Design image_pipeline_sequencer, sky130hd; sources not shown.
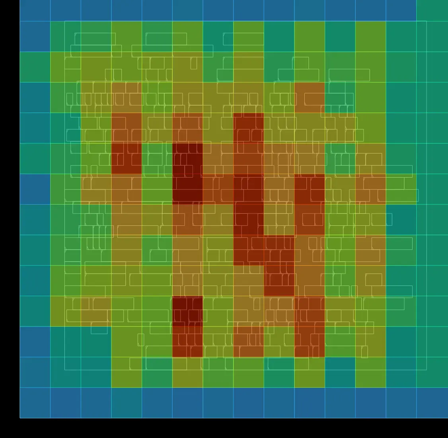
Fig. 1. Routing congestion map.
DR WL/cell: 17.7 um
overall fraction of global-route tracks in use: 14.8%
final core occ: 51.1%

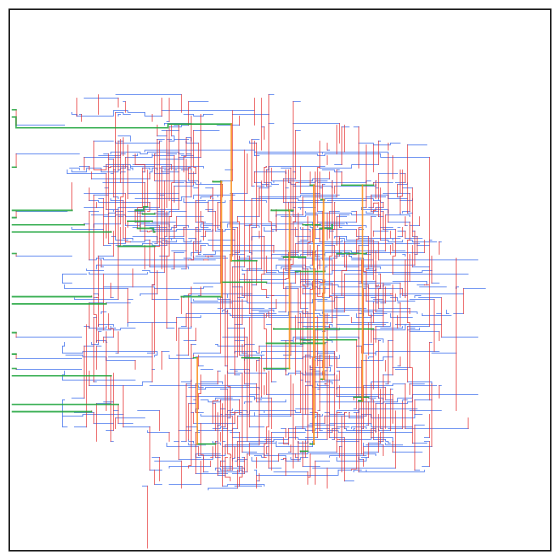
Fig. 2. Signal wires by layer.
| color | layer | wire length |
|---|---|---|
| orange | met4 | 218 um |
| blue | met1 | 3420 um |
| red | met2 | 3310 um |
| green | met3 | 312 um |
Total Routed Length: 7270 um
via total after detailed routing: 2533

==> results.md <==
| Group | Parameter | Value |
|:---|:---|:---|
| cts | Number of buffers on the longest clock path | 2 |
| floorplanning | Number of core rows | 29 |
| synthesis | Most frequent cell after synthesis | dfrtp_1 |
| layout | Share of layout cells above drive strength 1 | 18.0% |
| synthesis | Dominant synthesized flop cell | dfrtp_1 |
| floorplanning | Chip area | 0.0104 mm2 |
| synthesis | Yosys warnings | 0 |
| global routing | Antenna violations before repair | 0 |
| layout | Antenna cells | 0 |
| cts | Clock slew at reported path FFs | 100 ps |
| power | Static Leak | 1.26 nW |
| final timing | Final min period | 4820 ps |
| cts | Source-to-sink clock delay at the later pin of the worst-skew pair | 300 ps |
| final timing | RSZ-0062 raised after global routing | false |
| worst setup path | Endpoint class of the critical path | register |
| worst setup path | Required time at the endpoint of the critical path | 6900 ps |
| power | Pwr dens | 243 mW/mm2 |
| synthesis | Dominant cell type by area after synthesis | dfrtp_1 |
| worst setup path | Register-to-Register Path Depth | 11 |
| cts | CTS hold repair buffers | 0 |
| floorplanning | Die height | 102 um |
| synthesis | Register area share after synthesis | 35.4% |
| power | Max rail drop VDD | 0.000209 V |
| synthesis | Syn Nets | 336 |
| routing | First drt pass iteration count | 4 |
| layout | Number of nets at the end of the flow | 340 |
| layout | Combined flip-flop and latch cell area | 0.00108 mm2 |
| worst setup path | Top Family by Delay on Critical Path | simple AND/OR/NAND/NOR gates |
| routing | Count of routing violations after the opening detailed-route iteration | 168 |
| min path | Worst min path class | register to register |
| routing | Number of nets with antenna violations after detailed routing | 0 |
| routing | Vias/cell | 6.18 |
| layout | Max FFs per register | 28 |
| synthesis | Average footprint of a synthesized cell | 9.27 um2 |
| place | Number of port buffers | 16 |
| layout | Layout overhead on the synthesized area | 8.56% |
| synthesis | Dominant cell area share | 35.4% |
| synthesis | Number of unique standard cell types used by synthesis | 74 |
| synthesis | Top cells by instance count after synthesis | dfrtp_1 (43), nand2_1 (24), nor2_1 (23) |
| layout | Commonest Layout Cell | dfrtp_1 |
| place | Routability Congestion | 0.851 |
| global routing | GRT Residual Overflow | 0 |
| synthesis | Cell types with the largest area share after synthesis | dfrtp_1 (35%), nor3_2 (4.6%), nor3_1 (3.5%) |
| synthesis | Chip area estimate from yosys synthesis | 0.00304 mm2 |
| global routing | Vias in the first global route | 2499 |
| job | Total tool warning count | 26 |
| job | Count of maximum capacitance violations | 0 |
| routing | DRC violation count after routing | 0 |
| floorplanning | Chip Width | 102 um |
| worst setup path | Type of the worst setup path | register to register |
| worst setup path | Worst path arrival time | 4810 ps |
| cts | TritonCTS sink count | 43 |
| final timing | Worst slew slack as a fraction of its limit | 31.4% |
| final timing | Final worst path period share | 69.8% |
| floorplanning | Number of ports placed on the die boundary | 17 |
| worst setup path | Maximum cell stage delay along the critical path | 830 ps |
| final timing | Highest Clock Rate | 208 MHz |
| synthesis | Post-synth EDFFs | 0 |
| cts | Library cell used as clock root buffer | clkbuf_8 |
| final timing | Max-slew violations | 0 |
| place | Detail Placement HPWL | 5190 um |
| synthesis | Syn Std Cell Area | 0.00304 mm2 |
| worst setup path | Depth of the critical timing path with buffers and inverters included | 11 |
| synthesis | Count of instantiated cells in the yosys netlist | 328 |
| final timing | Fin. Hold Viols | 0 |
| final timing | Worst Tran Pin Value | 1030 ps |
| worst setup path | Buffers & Inverters on Critical Path | 0 |
| synthesis | Async SR Flop Fraction | 100% |
| power | PnR Total Power | 0.000803 W |
| cts | H-tree depth | 2 |
| worst setup path | Cell Chain, Critical Path | ha_1, nand4_2, nor4_2, a311oi_1, or2_2, nor4_1, a2bb2oi_1, o311a_1, o32ai_4, xor2_4, nor3_1 |
| final timing | Final Setup Violations | 0 |
| cts | Total setup buffers inserted after CTS | 0 |
| min path | Number of cells on the worst hold path | 0 |
| floorplanning | Initial Utilization | 47.1% |
| worst setup path | R2R setup slack | 2080 ps |
| floorplanning | Std-Cell Core Area | 0.00646 mm2 |
| worst setup path | Slowest stage cell on the critical path | xor2_4 |
| worst setup path | Biggest fanout along the worst timing path | 28 |
| cts | CTS Buf Count | 5 |
| run status | Result of the run | finished clean |
| global routing | Largest net degree at the start of global routing | 44 |
| cts | Number of instances resized during post-cts repair | 0 |
| layout | Area of combinational cells with multiple inputs | 0.00181 mm2 |
| synthesis | Yosys reg bits | 43 |
| final timing | Final TNS setup | 0 ps |
| layout | Most frequent logic cells in the routed design | dfrtp_1 (43), nand2_1 (24), nor2_1 (23), nor3_1 (21), clkdlybuf4s50_1 (16) |
| global routing | Wire length of the first global-routing pass | 12500 um |
-- cell type report --
cell class,instances,share of cell area (%)
clock buffer,5,2.09
timing repair buffer,17,5.08
sequential,43,32.6
multi-input combinational,256,54.8
tap,77,2.92
clock inverter,3,1.44
inverter,9,1.02
-- routing by layer --
| layer | wire length [um] | vias up | GRT usage, % |
|---|---|---|---|
| li1 | - | 1241 | - |
| met1 | 3420 | 1211 | 19.8 |
| met2 | 3310 | 66 | 22.5 |
| met3 | 312 | 15 | 3.10 |
| met4 | 217 | 0 | 6.72 |
| met5 | 0 | - | 0 |
-- cell families after synthesis --
family / count (synthesis) / synth area share, %
AOI/OAI and AO/OA: 66 / 17.3
muxes: 5 / 1.73
DFF: 43 / 35.4
xor gates and xnor gates: 17 / 5.52
adders and majority gates: 1 / 0.412
and+or+nand+nor: 167 / 34.4
buffers and inverters: 29 / 5.27
-- power breakdown --
part           internal (W)  switching (W)  total, W
Combinational     0.0000976       0.000182  0.000279
Clock              0.000110      0.0000990  0.000209
Sequential         0.000277      0.0000377  0.000314
-- stage by stage --
| stage | cell area, um2 | util, % | setup WS (ps) | hold slack [ps] | instances |
|---|---|---|---|---|---|
| 6_report | 3300 | 51.1 | 2080 | 225 | 410 |
| 3_5_place_dp | 3180 | 49.3 | 2150 | 210 | 402 |
| 5_1_grt | 3300 | 51.1 | 1780 | 261 | 410 |
| 2_1_floorplan | 3040 | - | 3090 | 197 | 328 |
| 3_3_place_gp | 3180 | 49.2 | 2240 | 206 | 402 |
| 4_1_cts | 3300 | 51.1 | 2130 | 231 | 410 |
Power figures rest on the tool's default switching activity, not on a simulated workload.
